[config.mk]
export PLATFORM = sky130hd
export DESIGN_NAME = uart_rx
export DESIGN_NICKNAME = d
export VERILOG_FILES = /design/src/rtl/uart_rx.sv
export SDC_FILE = /design/constraint.sdc
export NUM_CORES = 1
export LEC_CHECK = 0
export CAP_MARGIN = 20
export CORE_UTILIZATION = 50
export CTS_CLUSTER_DIAMETER = 60
export DETAILED_ROUTE_END_ITERATION = 12
export HOLD_SLACK_MARGIN = 0.06
export PLACE_DENSITY_LB_ADDON = 0.1
export SYNTH_ARGS = -nofsm -noshare
export SYNTH_HDL_FRONTEND = slang
export SYNTH_SLANG_ARGS = --single-unit
[constraint.sdc]
create_clock -name clk -period 4.99 [get_ports clk]
set_clock_uncertainty 0.2 [all_clocks]
set_input_delay 0.499 -clock clk [delete_from_list [all_inputs] [get_ports clk]]
set_output_delay 0.499 -clock clk [all_outputs]
set_load 0.02 [all_outputs]
[src/rtl/uart_rx.sv]
// uart_rx: 8N1 serial receiver, LSB first, line idles high.
//
// Each bit is sampled once, near its middle. A start edge is confirmed half a
// bit period after it is seen, and each later sample is one full bit period
// after the previous one. A byte is published only when its stop bit is high.
// A frame with a low stop bit raises a framing-error pulse. The receiver then
// waits for the line to go high again, so a held-low line (break) produces
// only one error.
//
// Parameters:
//   CLK_RATE     system clock frequency in Hz
//   BAUD_RATE    line bit rate
//
// Ports:
//   clk          system clock; all logic runs in this one domain
//   reset        synchronous, active-high reset
//   rx           asynchronous serial input, idle high
//   rx_ack       consumer pulse that clears rx_valid
//   rx_data      last correctly framed byte
//   rx_valid     high while rx_data holds an unacknowledged byte
//   rx_busy      high while a frame is being received
//   rx_frame_err one-cycle pulse on a low stop bit
//   rx_overrun   one-cycle pulse when an unacknowledged byte is overwritten
module uart_rx #(
  parameter int CLK_RATE  = 12000000,
  parameter int BAUD_RATE = 115200
) (
  input  logic       clk,
  input  logic       reset,
  input  logic       rx,
  input  logic       rx_ack,
  output logic [7:0] rx_data,
  output logic       rx_valid,
  output logic       rx_busy,
  output logic       rx_frame_err,
  output logic       rx_overrun
);

  localparam int BIT_PERIOD  = CLK_RATE / BAUD_RATE;
  localparam int HALF_PERIOD = BIT_PERIOD / 2;

  localparam logic [15:0] BIT_LAST  = 16'(BIT_PERIOD - 1);
  localparam logic [15:0] HALF_LAST = 16'(HALF_PERIOD - 1);

  localparam logic [2:0] S_IDLE      = 3'd0;
  localparam logic [2:0] S_START     = 3'd1;
  localparam logic [2:0] S_DATA      = 3'd2;
  localparam logic [2:0] S_STOP      = 3'd3;
  localparam logic [2:0] S_WAIT_HIGH = 3'd4;

  logic        r_rx_meta;
  logic        r_rx_s;
  logic [2:0]  r_state;
  logic [15:0] r_cnt;
  logic [2:0]  r_bit_idx;
  logic [7:0]  r_shift;
  logic [7:0]  r_data;
  logic        r_valid;
  logic        r_frame_err;
  logic        r_overrun;

  logic        w_busy;

  assign w_busy = (r_state == S_START) || (r_state == S_DATA) || (r_state == S_STOP);

  always_ff @(posedge clk) begin
    if (reset) begin
      r_rx_meta   <= 1'b1;
      r_rx_s      <= 1'b1;
      r_state     <= S_IDLE;
      r_cnt       <= 16'd0;
      r_bit_idx   <= 3'd0;
      r_shift     <= 8'h00;
      r_data      <= 8'h00;
      r_valid     <= 1'b0;
      r_frame_err <= 1'b0;
      r_overrun   <= 1'b0;
    end else begin
      r_rx_meta   <= rx;
      r_rx_s      <= r_rx_meta;
      r_frame_err <= 1'b0;
      r_overrun   <= 1'b0;

      // An acknowledge clears the held byte. A byte accepted in this same
      // cycle assigns r_valid again further down, and that later assignment
      // takes priority.
      if (r_valid && rx_ack) begin
        r_valid <= 1'b0;
      end

      case (r_state)
        S_IDLE: begin
          r_cnt <= 16'd0;
          if (!r_rx_s) begin
            r_state <= S_START;
          end
        end

        S_START: begin
          if (r_cnt == HALF_LAST) begin
            // Check mid start bit: a pulse shorter than half a bit is treated as noise.
            if (!r_rx_s) begin
              r_state   <= S_DATA;
              r_cnt     <= 16'd0;
              r_bit_idx <= 3'd0;
            end else begin
              r_state <= S_IDLE;
            end
          end else begin
            r_cnt <= r_cnt + 16'd1;
          end
        end

        S_DATA: begin
          if (r_cnt == BIT_LAST) begin
            // LSB arrives first, so after 8 right shifts it sits in bit 0.
            r_shift   <= {r_rx_s, r_shift[7:1]};
            r_cnt     <= 16'd0;
            r_bit_idx <= r_bit_idx + 3'd1;
            if (r_bit_idx == 3'd7) begin
              r_state <= S_STOP;
            end
          end else begin
            r_cnt <= r_cnt + 16'd1;
          end
        end

        S_STOP: begin
          if (r_cnt == BIT_LAST) begin
            r_cnt <= 16'd0;
            if (r_rx_s) begin
              r_data    <= r_shift;
              r_valid   <= 1'b1;
              r_overrun <= r_valid && !rx_ack;
              r_state   <= S_IDLE;
            end else begin
              r_frame_err <= 1'b1;
              r_state     <= S_WAIT_HIGH;
            end
          end else begin
            r_cnt <= r_cnt + 16'd1;
          end
        end

        S_WAIT_HIGH: begin
          if (r_rx_s) begin
            r_state <= S_IDLE;
          end
        end

        default: begin
          r_state <= S_IDLE;
        end
      endcase
    end
  end

  assign rx_data      = r_data;
  assign rx_valid     = r_valid;
  assign rx_busy      = w_busy;
  assign rx_frame_err = r_frame_err;
  assign rx_overrun   = r_overrun;

endmodule
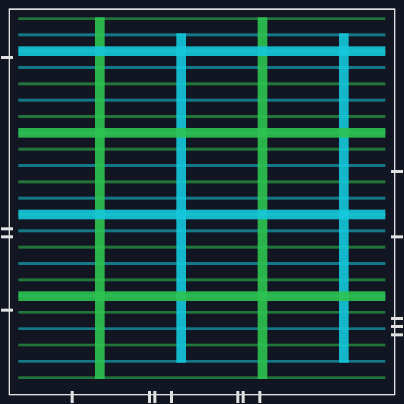
Fig. 1. Supply network (run 1).
Scale: 6 px per um. Pins as bars on the die edge.
Key: cyan = VDD; green = VSS
The core has 22 rows. 4 straps on met5. 16 signal pins sit on the boundary. 4 straps on met4.
Die Wd: 64.0 um
Die H: 64.0 um

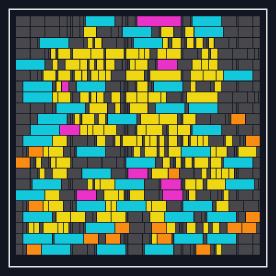
Fig. 2. Cells coloured by class (run 1).
Scale: 4 px per um. Fill, decap, tap and diode cells in grey.
Key: magenta = clock drivers and dummy loads [cells 8, share of their area 5.5%]; cyan = flip-flops [cells 43, share of their area 40%]; orange = other buffers and delay cells [cells 16, share of their area 7.3%]; yellow = all other logic [cells 151, share of their area 47%]
sequential cell area share: 39.0%
Core Area: 3660 um^2
fin area: 2210 um^2
# rows: 22
Util after Layout: 60.3%

==> metrics.yaml, run 1 <==
place_ws_ns: 2.43
outcome: "finished, final reports clean"
cp.required_ns: 4.96
finalHoldViolations: 0
cts_buffers: 5
post_route_cells_drive_above_1_share_pct: 11.0
postCtsResizedCells: 0
comb-power_uw: 14.9
grt_antenna_before_repair: 0
nMultiInputCombCells: 145
grt-ovfl-total: 0
crit_family: "AND-OR/OR-AND gates"
setup_ws_ns: 2.69
ys.flop_type: "dfxtp_1"
power_leader: "registers"
r2r_cells: 6
tns_ns: 0
r2r-start: "r_cnt[0]"
layout_top_cell: "dfxtp_1"
cts_max_level: 2
fillers: 325
critPathLaunch: "r_cnt[0]"
yosysWarningCount: 0
period_used_pct: 46.1
ys_sh_simple_pct: 26.6
crit_end: "r_cnt[11]"
grt.total_usage_pct: 19.0
ys_seq_share_pct: 44.8
worst_slew_pin_slew_ns: 0.876
grt_pass1_vias: 1360
antenna_left: 0
ys_seq_elements: 43
syn_inst: 201
drc: 0
cts_hold_buf: 0
fin_crit_ns: 2.30
nWellTaps: 48
ys_area_um2: 1920
swShare_pct: 19.8
largest_reg_flops: 16
grtUsageMet1_pct: 24.1
n_all_buffers: 16
initCoreUtil_pct: 52.5
clkTransAtPathRegs_ns: 0.08
reg2reg_to: "r_cnt[11]"
fin_nets: 224
cts_tree: "done"
yosysMostFrequentCell: "dfxtp_1"
use_met3_pct: 5.18
synthTopCellsByCount: "dfxtp_1 (43), nor2_1 (36), mux2i_1 (17)"
use_met2_pct: 29.3
post_cts_buffers: 0
chipArea_um2: 4100
cellLeakagePower_nw: 0.817
top_logic_kind: "simple AND/OR/NAND/NOR gates"
p_per_area_nw_per_um2: 290
grt_pass1_wl_um: 6030
mux_share_pct: 8.85
p_seq_share_pct: 54.1
mostFrequentLayoutCells: "dfxtp_1 (43), nor2_1 (36), mux2i_1 (17)"
dr_wl_met3_um: 121
largest_class: "multi-input combinational cells"
top_cell_area_share_pct: 44.8
warnings: 26
whs_ns: 0.221
aoi_share_pct: 7.55
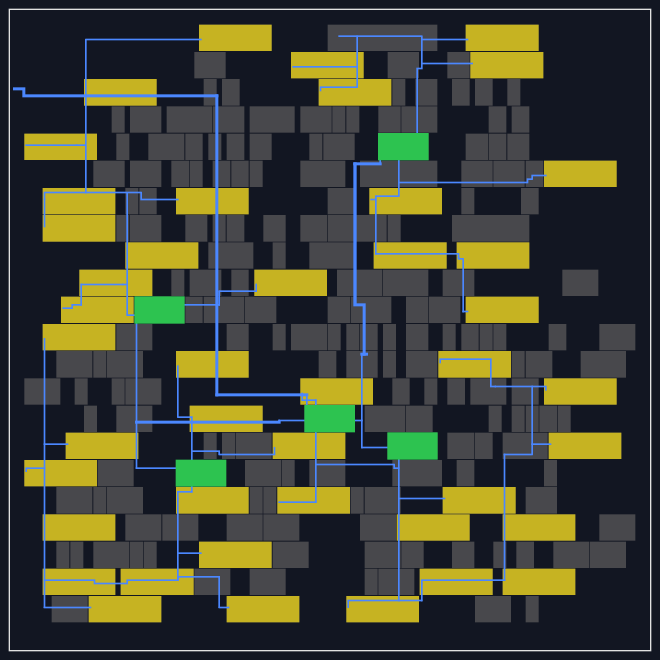
Fig. 3. Clock wires, drivers and flops (run 1).
Scale: 10 px per um.
Key: yellow = flip-flops [count 43]; blue = clock wires [length 519 um]; green = cells driving clock nets [count 5]
There are 6 routed clock nets. Position of the flops: widely spread.
Latency at later pin: 0.29 ns
clock power share: 43.6%
P_clk: 278 uW

==> run 1 -> run 2 <==
Clock period 4.99 ns to 2.4 ns, I/O delays scaled along.
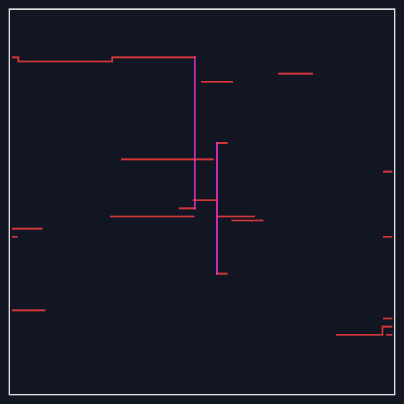
Fig. 4. Signal wires by layer (run 2).
Scale: 6 px per um. Two of the layers only.
Key: red = met3 [wire length 118 um]; magenta = met4 [wire length 46.9 um]

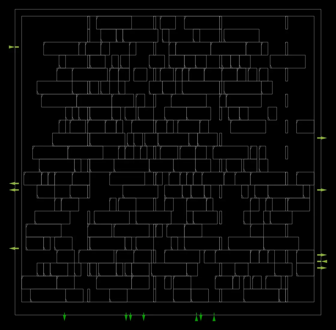
Fig. 5. Placement view (run 2).
Seq cells: 43
Layout fillers: 316
sequential cell area share: 39.2%
final std cells w/o fill: 268

==> run 2 against run 1 <==
Clock power increased by 54%; cell count increased by 0.75%; global-route usage increased by 0.65 points; highest routed layer unchanged.
==> metrics.yaml, run 2 <==
drt-total-wl_um: 3440
reg2reg_to: "r_bit_idx[0]"
outcome: "finished, final reports clean"
aoi_share_pct: 7.55  # unchanged
drc: 0  # unchanged
fin_area_um2: 2190  # -0.57%
power_leader: "registers"
grt_pass1_wl_um: 6300  # +4.5%
grtUsageMet1_pct: 24.8  # +0.67 points
top_cell_area_share_pct: 44.8  # unchanged
ys_area_um2: 1920  # unchanged
p_per_area_nw_per_um2: 539  # +86%
place_ws_ns: 0.132  # -2.30 ns
comb_area_share_pct: 45.4
postCtsResizedCells: 0  # unchanged
yosysWarningCount: 0  # unchanged
ys_seq_elements: 43  # unchanged
yosysMostFrequentCell: "dfxtp_1"
core.rowCount: 22  # unchanged
grt_antenna_before_repair: 0  # unchanged
nWellTaps: 48  # unchanged
initCoreUtil_pct: 52.5  # unchanged
nMultiInputCombCells: 145  # unchanged
cts_hold_buf: 0  # unchanged
p_clk_share_pct: 36.3  # -7.3 points
swShare_pct: 21.0  # +1.1 points
cts_tree: "done"
cellLeakagePower_nw: 0.811  # -0.78%
syn_inst: 201  # unchanged
postPlaceCellArea_um2: 2100
r2r-start: "r_cnt[0]"
cp.required_ns: 2.42  # -2.54 ns
period_used_pct: 91.1  # +45 points
fin_nets: 226  # +0.89%
crit_end: "r_bit_idx[0]"
comb-power_uw: 33.5  # +120%
ys_seq_share_pct: 44.8  # unchanged
post_route_cells_drive_above_1_share_pct: 10.9  # -0.10 points
syn_area_um2: 1920
dieWidth_um: 64.0  # unchanged
cap_violations: 0
n_all_buffers: 18  # +2
setup_ws_ns: 0.213  # -2.48 ns
antenna_left: 0  # unchanged
chipArea_um2: 4100  # unchanged
synthTopCellsByCount: "dfxtp_1 (43), nor2_1 (36), mux2i_1 (17)"
finalHoldViolations: 0  # unchanged
mostFrequentLayoutCells: "dfxtp_1 (43), nor2_1 (36), mux2i_1 (17)"
topCellsByArea: "dfxtp_1 (45%), mux2i_1 (8.9%), nor2_1 (7.0%)"
crit_family: "simple AND/OR/NAND/NOR gates"
dieHeight_um: 64.0  # unchanged
largest_class: "multi-input combinational cells"
top_logic_kind: "simple AND/OR/NAND/NOR gates"
first_pass_iters: 4
core_region_area_um2: 3660  # unchanged
wire_per_inst_um: 12.9
use_met3_pct: 3.93  # -1.3 points
fin_util_pct: 59.9  # -0.34 points
largest_reg_flops: 16  # unchanged
reg2reg_slack_ns: 0.21
pg_clk_uw: 429  # +54%
clock_latency_ns: 0.28  # about the same
cts_buffers: 5  # unchanged
seq_power_uw: 719
critPathLaunch: "r_cnt[0]"
use_met2_pct: 32.4  # +3.2 points
cts_max_level: 2  # unchanged
wl_met1_um: 1670
p_seq_share_pct: 60.8  # +6.7 points
grt-ovfl-total: 0  # unchanged
ys.flop_type: "dfxtp_1"
warnings: 26  # unchanged
whs_ns: 0.217  # -0.00339 ns
routed_via_density: 5.40
grt_pass1_vias: 1432  # +5.3%
clkTransAtPathRegs_ns: 0.08  # about the same
cts.sinks: 43
fin_crit_ns: 2.19  # -0.111 ns
tns_ns: 0  # unchanged
dr_wl_met3_um: 117  # -3.3%
grt.total_usage_pct: 19.7  # +0.65 points
layout_top_cell: "dfxtp_1"
cp.arrival_ns: 2.21
worst_slew_pin_slew_ns: 0.389  # -0.487 ns
yosys.area_share.adder_pct: 1.95
mux_share_pct: 8.85  # unchanged
cpMaxStageDelayCell: "or4_1"
r2r_cells: 6  # unchanged
post_cts_buffers: 0  # unchanged
ys_sh_simple_pct: 26.6  # unchanged
Power is estimated from default activity; no workload was simulated.
